<file path="src/rtl/cache_arb_pkg.sv">
// Purpose : shared types and widths for the cache-to-memory arbiter.
// Latency : n/a (declarations only).
// Backpressure: n/a.
// Contents: arb_state_t (IDLE/BUSY), ARB_ADDR_W, ARB_LINE_W.
package cache_arb_pkg;

  typedef enum logic [0:0] {
    ARB_IDLE = 1'b0,
    ARB_BUSY = 1'b1
  } arb_state_t;

  localparam int ARB_ADDR_W = 32;
  localparam int ARB_LINE_W = 128;

endpackage

</file>
<file path="src/rtl/cache_mem_arbiter_rr_pick2.sv">
// Purpose : two-way round-robin pick; chooses which requester wins this cycle.
// Latency : purely combinational.
// Backpressure: none; caller decides when the pick is consumed.
// Ports   : i_valid[1:0] requests, i_rr_ptr preferred index when both request;
//           o_any = some request present, o_winner = chosen index.
module rr_pick2 (
  input  logic [1:0] i_valid,
  input  logic       i_rr_ptr,
  output logic       o_any,
  output logic       o_winner
);

  always_comb begin
    o_any    = |i_valid;
    o_winner = 1'b0;
    case (i_valid)
      2'b01:   o_winner = 1'b0;
      2'b10:   o_winner = 1'b1;
      2'b11:   o_winner = i_rr_ptr;  // contention: the pointer decides
      default: o_winner = 1'b0;
    endcase
  end

endmodule

</file>
<file path="src/rtl/cache_mem_arbiter.sv">
// Purpose : shares one line-wide memory port between two cache controllers, round-robin.
// Latency : request seen in cycle N -> arb2mem_valid in cycle N+1; ready returns in the
//           cycle memory pulses mem2arb_ready.
// Backpressure: a requester holds valid until its one-cycle ready pulse; the grant is held
//           until memory completes, so the other requester waits.
// Ports   : clk/rst (sync, active-high); req0_*/req1_* cache side (valid/rw/addr/wdata in,
//           ready/rdata out); arb2mem_* registered memory request; mem2arb_data/ready memory
//           response; arb_busy, arb_grant status; perf_grant0/1 grant counters.
// Config  : define ARB_PERF_EN to build saturating grant counters; otherwise the perf
//           ports read 0 and no counter registers exist.
module cache_mem_arbiter
  import cache_arb_pkg::*;
#(
  parameter int ADDR_W = ARB_ADDR_W,
  parameter int LINE_W = ARB_LINE_W
) (
  input  logic              clk,
  input  logic              rst,

  input  logic              req0_valid,
  input  logic              req0_rw,
  input  logic [ADDR_W-1:0] req0_addr,
  input  logic [LINE_W-1:0] req0_wdata,
  output logic              req0_ready,
  output logic [LINE_W-1:0] req0_rdata,

  input  logic              req1_valid,
  input  logic              req1_rw,
  input  logic [ADDR_W-1:0] req1_addr,
  input  logic [LINE_W-1:0] req1_wdata,
  output logic              req1_ready,
  output logic [LINE_W-1:0] req1_rdata,

  output logic              arb2mem_valid,
  output logic              arb2mem_rw,
  output logic [ADDR_W-1:0] arb2mem_addr,
  output logic [LINE_W-1:0] arb2mem_data,
  input  logic [LINE_W-1:0] mem2arb_data,
  input  logic              mem2arb_ready,

  output logic              arb_busy,
  output logic              arb_grant,
  output logic [31:0]       perf_grant0,
  output logic [31:0]       perf_grant1
);

  arb_state_t        r_state;
  logic              r_rr_ptr;
  logic              r_grant;
  logic              r_busy;
  logic              r_mem_valid;
  logic              r_mem_rw;
  logic [ADDR_W-1:0] r_mem_addr;
  logic [LINE_W-1:0] r_mem_data;

  logic              w_any;
  logic              w_winner;
  logic              w_sel_rw;
  logic [ADDR_W-1:0] w_sel_addr;
  logic [LINE_W-1:0] w_sel_data;
  logic              w_done;

  rr_pick2 u_pick (
    .i_valid  ({req1_valid, req0_valid}),
    .i_rr_ptr (r_rr_ptr),
    .o_any    (w_any),
    .o_winner (w_winner)
  );

  assign w_sel_rw   = w_winner ? req1_rw    : req0_rw;
  assign w_sel_addr = w_winner ? req1_addr  : req0_addr;
  assign w_sel_data = w_winner ? req1_wdata : req0_wdata;

  // Completion is only honoured in BUSY; a stray memory pulse in IDLE is dropped, and a
  // reset in the completion cycle abandons the transaction without a ready pulse.
  assign w_done = (r_state == ARB_BUSY) && mem2arb_ready && !rst;

  // Single FSM; everything it drives is registered.
  always_ff @(posedge clk) begin
    if (rst) begin
      r_state     <= ARB_IDLE;
      r_rr_ptr    <= 1'b0;
      r_grant     <= 1'b0;
      r_busy      <= 1'b0;
      r_mem_valid <= 1'b0;
      r_mem_rw    <= 1'b0;
      r_mem_addr  <= '0;
      r_mem_data  <= '0;
    end else begin
      case (r_state)
        ARB_IDLE: begin
          if (w_any) begin
            r_state     <= ARB_BUSY;
            r_busy      <= 1'b1;
            r_grant     <= w_winner;
            r_mem_valid <= 1'b1;
            r_mem_rw    <= w_sel_rw;
            r_mem_addr  <= w_sel_addr;
            r_mem_data  <= w_sel_data;
          end
        end
        ARB_BUSY: begin
          // Requester inputs are not looked at here: the latched request stays put.
          if (mem2arb_ready) begin
            r_state     <= ARB_IDLE;
            r_busy      <= 1'b0;
            r_mem_valid <= 1'b0;
            r_rr_ptr    <= ~r_grant;  // the other side gets priority next time
          end
        end
        default: begin
          r_state <= ARB_IDLE;
          r_busy  <= 1'b0;
        end
      endcase
    end
  end

  assign arb2mem_valid = r_mem_valid;
  assign arb2mem_rw    = r_mem_rw;
  assign arb2mem_addr  = r_mem_addr;
  assign arb2mem_data  = r_mem_data;
  assign arb_busy      = r_busy;
  assign arb_grant     = r_grant;

  assign req0_ready = w_done && (r_grant == 1'b0);
  assign req1_ready = w_done && (r_grant == 1'b1);
  // Read data fans out to both; only the side seeing ready consumes it.
  assign req0_rdata = mem2arb_data;
  assign req1_rdata = mem2arb_data;

`ifdef ARB_PERF_EN
  logic [31:0] r_perf0;
  logic [31:0] r_perf1;

  always_ff @(posedge clk) begin
    if (rst) begin
      r_perf0 <= 32'd0;
      r_perf1 <= 32'd0;
    end else if (r_state == ARB_IDLE && w_any) begin
      if (!w_winner && r_perf0 != 32'hFFFF_FFFF) r_perf0 <= r_perf0 + 32'd1;
      if ( w_winner && r_perf1 != 32'hFFFF_FFFF) r_perf1 <= r_perf1 + 32'd1;
    end
  end

  assign perf_grant0 = r_perf0;
  assign perf_grant1 = r_perf1;
`else
  assign perf_grant0 = 32'd0;
  assign perf_grant1 = 32'd0;
`endif

endmodule

</file>
<file path="config.mk">
export PLATFORM = sky130hd
export DESIGN_NAME = cache_mem_arbiter
export DESIGN_NICKNAME = d
export VERILOG_FILES = /design/src/rtl/cache_arb_pkg.sv /design/src/rtl/cache_mem_arbiter_rr_pick2.sv /design/src/rtl/cache_mem_arbiter.sv
export SDC_FILE = /design/constraint.sdc
export NUM_CORES = 1
export LEC_CHECK = 0
export ABC_CLOCK_PERIOD_IN_PS = 1600
export CORE_AREA = 3 3 364 366
export CTS_BUF_LIST = sky130_fd_sc_hd__clkbuf_4
export DETAILED_ROUTE_END_ITERATION = 6
export DIE_AREA = 0 0 367 369
export GPL_ROUTABILITY_DRIVEN = 0
export PLACE_DENSITY = 0.37
export SLEW_MARGIN = 15
export SYNTH_ARGS = -nofsm -noshare
export SYNTH_HDL_FRONTEND = slang
export SYNTH_SLANG_ARGS = --single-unit
</file>
<file path="constraint.sdc">
create_clock -name clk -period 1.6 [get_ports clk]
set_input_delay 0.32 -clock clk [delete_from_list [all_inputs] [get_ports clk]]
set_output_delay 0.32 -clock clk [all_outputs]
set_load 0.02 [all_outputs]
</file>
==> impl_metrics.toml <==
# synthesis and place-and-route metrics
[run_status]
status = "complete, but fails checks"
failed_checks = "negative setup slack"

[global_routing]
grt.busiest_layer = "met2"
use_met2 = 0.171
overflow = 0
globalRouteTotalUtil = 0.106
first_global_vias = 11695
grt_max_degree = 84
global_route_wire_length_before_repair_um = 101000
use_met3 = 0.0662
grtUsageMet1 = 0.115
grt_antenna_before_repair = 18

[power_and_ir_drop]
power_sequential_mw = 5.02
cellInternalPower_mw = 8.94
power_density_nw_per_um2 = 667
lkg_pwr_nw = 7.74
pwr-share-comb = 0.448
clock_power_share = 0.204
power.sequential.fraction = 0.349
pg_clk_mw = 2.93
power.net_switching_mw = 5.46
netSwitchingFraction = 0.379
finalPower_mw = 14.4
pwr.group.combinational_mw = 6.44
maxPowerGroup = "combinational cells"

[cells_and_area]
area.sequential_um2 = 3600
final-instance-count-excl-fill = 3641
largest_register_ffs = 128
n_fill_cell = 14586
nNetsFinal = 2332
top_logic_cells_by_instance_count_in_the_layout = "sky130_fd_sc_hd__clkdlybuf4s50_1, sky130_fd_sc_hd__dlygate4sd3_1, sky130_fd_sc_hd__buf_6"
syn2layout_area_growth_pct = 116
comb_area_um2 = 4650
post_route_cells_drive_above_1_share = 0.351
final_layout_top_logic_cell = "sky130_fd_sc_hd__clkdlybuf4s50_1"
final_cell_area_um2 = 21600

[worst_setup_path]
library_cell_contributing_the_largest_single_delay_on_the_critical_path = "sky130_fd_sc_hd__dfxtp_4"
cp.buffers_inverters = 3
worstSetupEndpointType = "output port"
path_class = "reg2out"
path_max_fanout = 3
timing.reg2reg.setup_slack_ps = -190
worst_ep_arrival_time_ps = 1660
critical_path_cell_count = 4
cpLargestDelayFamily = "flip-flops"
reg2reg_depth = 9
slowest_delay_ps = 400
worstPathCellList = "inv_4 -> nor3_4 -> buf_6 -> buf_12"
crit-reg2reg-launch = "r_state"
critical_path.startpoint = "arb_grant"
startpoint_type = "flop"
r2r_end = "arb2mem_addr[10]"
critical_path_required_ps = 1280

[routing]
met2WireLength_um = 38500
detail_route.first_pass.iterations = 7
met1Wirelength_um = 30500
vias = 12085
drc = 0
number_of_vias_per_cell_after_detailed_routing = 3.32
maxUsedRoutingLayer = "met5"
wl_per_cell_um = 22.4
wl_met3_um = 10700
route.antenna.remaining_nets = 0
dr.first_iter.drc_count = 583
route.final.wire_length_um = 81500

[synthesis]
post_synth_area_hogs = "sky130_fd_sc_hd__dfxtp_1, sky130_fd_sc_hd__buf_4, sky130_fd_sc_hd__a311oi_1"
synth_cells = 1271
yosys.stat.seqShare = 0.330
netlist.area_leader.share = 0.330
yosys.area_share.xor_xnor = 0
synth-cells-yosys = 1271
post_synth_ao_oa_area_fraction = 0.226
ys_top_logic_family = "buffers and inverters"
synthAdderAreaFrac = 0
synthesis.yosys.warnings = 0
netlist_area_um2 = 10000
avgSynthCellArea_um2 = 7.87
mux_share = 0.00100
yosys.stat.chipArea_um2 = 10000
netlist-cell-type-count = 23
numSynthFlops = 165
synth_area_leader_cell = "sky130_fd_sc_hd__dfxtp_1"
yosys.area_share.simple = 0.145

[clock_network]
clk_root_buffer_cell = "sky130_fd_sc_hd__clkbuf_4"
post-cts-setup-buffers = 20
clockBufferDepth = 2
tritoncts_num_sinks = 165
worst_setup_hold_path_clk_slew_ps = 180
postCtsResizedCells = 1080
cts_made_buffers = 17
tritoncts_clock_tree = "done"
clk-insertion-delay-late_ps = 840
clock_tree.htree_level_count = 4
cts_hold_repair.buffers = 295

[sta]
slew_headroom = 0.543
setup_viol_count_final = 252
grt_setup_unrepaired = "true"
finClkSkew_ps = 41.6
setup_total_negative_slack_ps = -12900
fmax_mhz = 505
fin_crit_ps = 1980
timing_worst_slew_pin_value_ps = 685
timing.final.hold_violations = 0
holdWs_ps = 179
final_max_slew_viol_count = 0
layout_worst_path_cycle_share = 1.24
postLayoutSetupSlackWorst_ps = -380

[placed_design]
placement.setup.worst_slack_ps = -413
buffer_ports.inserted = 492
placed_cell_area_um2 = 15600
place.detailed.instances = 3210
detailedPlacementHpwl_um = 59700

[hold_path]
hp-class = "in2reg"
hold_start = "req1_wdata[42]"
worst_hold_path.num_cells = 3
whs_endpoint = "arb2mem_data[42]"

[flow_run]
drv_cap = 0
log.warning_count = 28

[floorplanning]
boundaryPins = 941
chipArea_um2 = 135000
-- cell usage after synthesis --
library cell               count
sky130_fd_sc_hd__buf_2        35
sky130_fd_sc_hd__nor3_1        2
sky130_fd_sc_hd__nand2b_1      1
sky130_fd_sc_hd__a311oi_1    161
sky130_fd_sc_hd__buf_4       327
sky130_fd_sc_hd__o31a_1        1
sky130_fd_sc_hd__nand3_1     161
sky130_fd_sc_hd__o32ai_1       1
sky130_fd_sc_hd__nor2b_1       1
sky130_fd_sc_hd__and2b_1       1
sky130_fd_sc_hd__buf_6         4
sky130_fd_sc_hd__o21a_1        1
sky130_fd_sc_hd__inv_1         1
sky130_fd_sc_hd__nor2_1      162
sky130_fd_sc_hd__nand2_1       1
sky130_fd_sc_hd__clkbuf_1     80
sky130_fd_sc_hd__a21oi_1       1
sky130_fd_sc_hd__o21ai_0     161
sky130_fd_sc_hd__mux2i_1       1
sky130_fd_sc_hd__conb_1        1
sky130_fd_sc_hd__o21ba_1       1
sky130_fd_sc_hd__inv_2         1
sky130_fd_sc_hd__dfxtp_1     165
-- how the worst max path moves through the flow --
stage                     slack (ps)                end
final                           -380         req1_ready
after floorplan                  220  arb2mem_data[100]
after global routing            -580         req1_ready
after CTS                       -610         req1_ready
after global placement          -390    arb2mem_addr[9]
after detailed placement        -410    arb2mem_addr[6]
-- logic make-up (layout without fill, tap and decap cells) --
family                 count (synthesis)  count (layout)
muxes                                  1               1
DFF                                  165             165
AOI/OAI and AO/OA                    327             327
buffers and inverters                448            1004
and+or+nand+nor                      329             329
other                                  1              73
-- final cells by class --
cell class | instances | share of cell area
clock inverter | 14 | 0.00580
inverter | 2 | 0.000696
multi-input combinational | 721 | 0.215
clock buffer | 18 | 0.00626
timing repair buffer | 970 | 0.503
tap | 1742 | 0.101
antenna | 9 | 0.00104
sequential | 165 | 0.167
Fig. 1: placement view
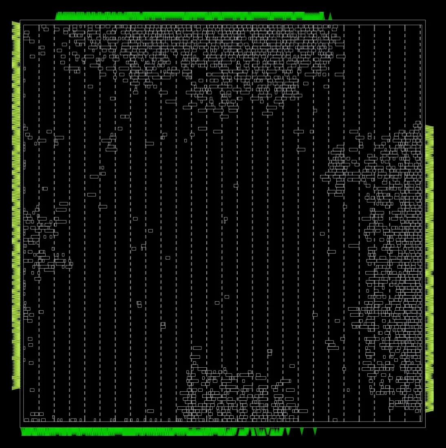
Final Util: 0.167
core box area: 129000 µm²
sequential cells: 165
FP Rows: 132

Fig. 2: cell density map
Bar = 100 µm. The die is cut into 37 by 37 equal tiles; white is low, dark blue is high, 0 to 100% covered.
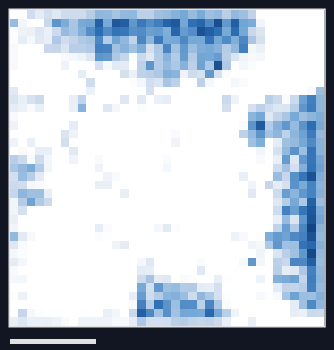
emptiest ninth of the die: centre
densest ninth of the die: top centre
fullest tile: 92%
tiles over 75% full: 2.0%
mean over tiles: 14%
nearly empty tiles: 57%
floorplan-stage core utilization: 0.0773

Fig. 3: supply network
Bar = 100 µm. Pins as bars on the die edge. Tap cells in grey.
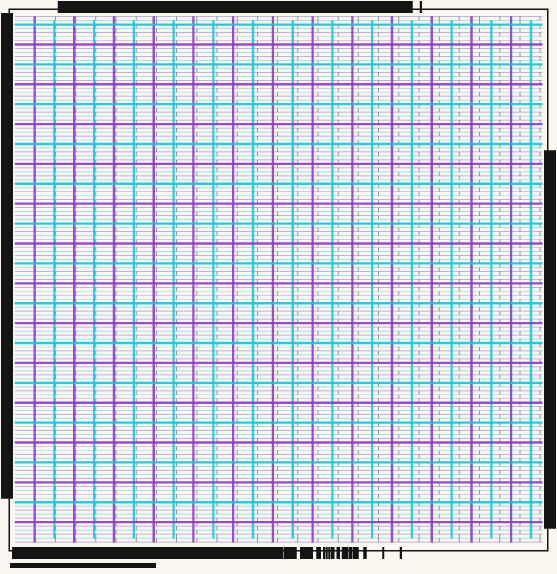
legend:
  cyan:
    net: VDD
  purple:
    net: VSS
met5 straps: 26
rows: 132
met4 straps: 26
met1 rails: 133
signal pins: 941
width of the chip: 367 µm
die boundary height: 369 µm
largest vdd supply drop: 0.492 mV

Power is estimated from default activity; no workload was simulated.
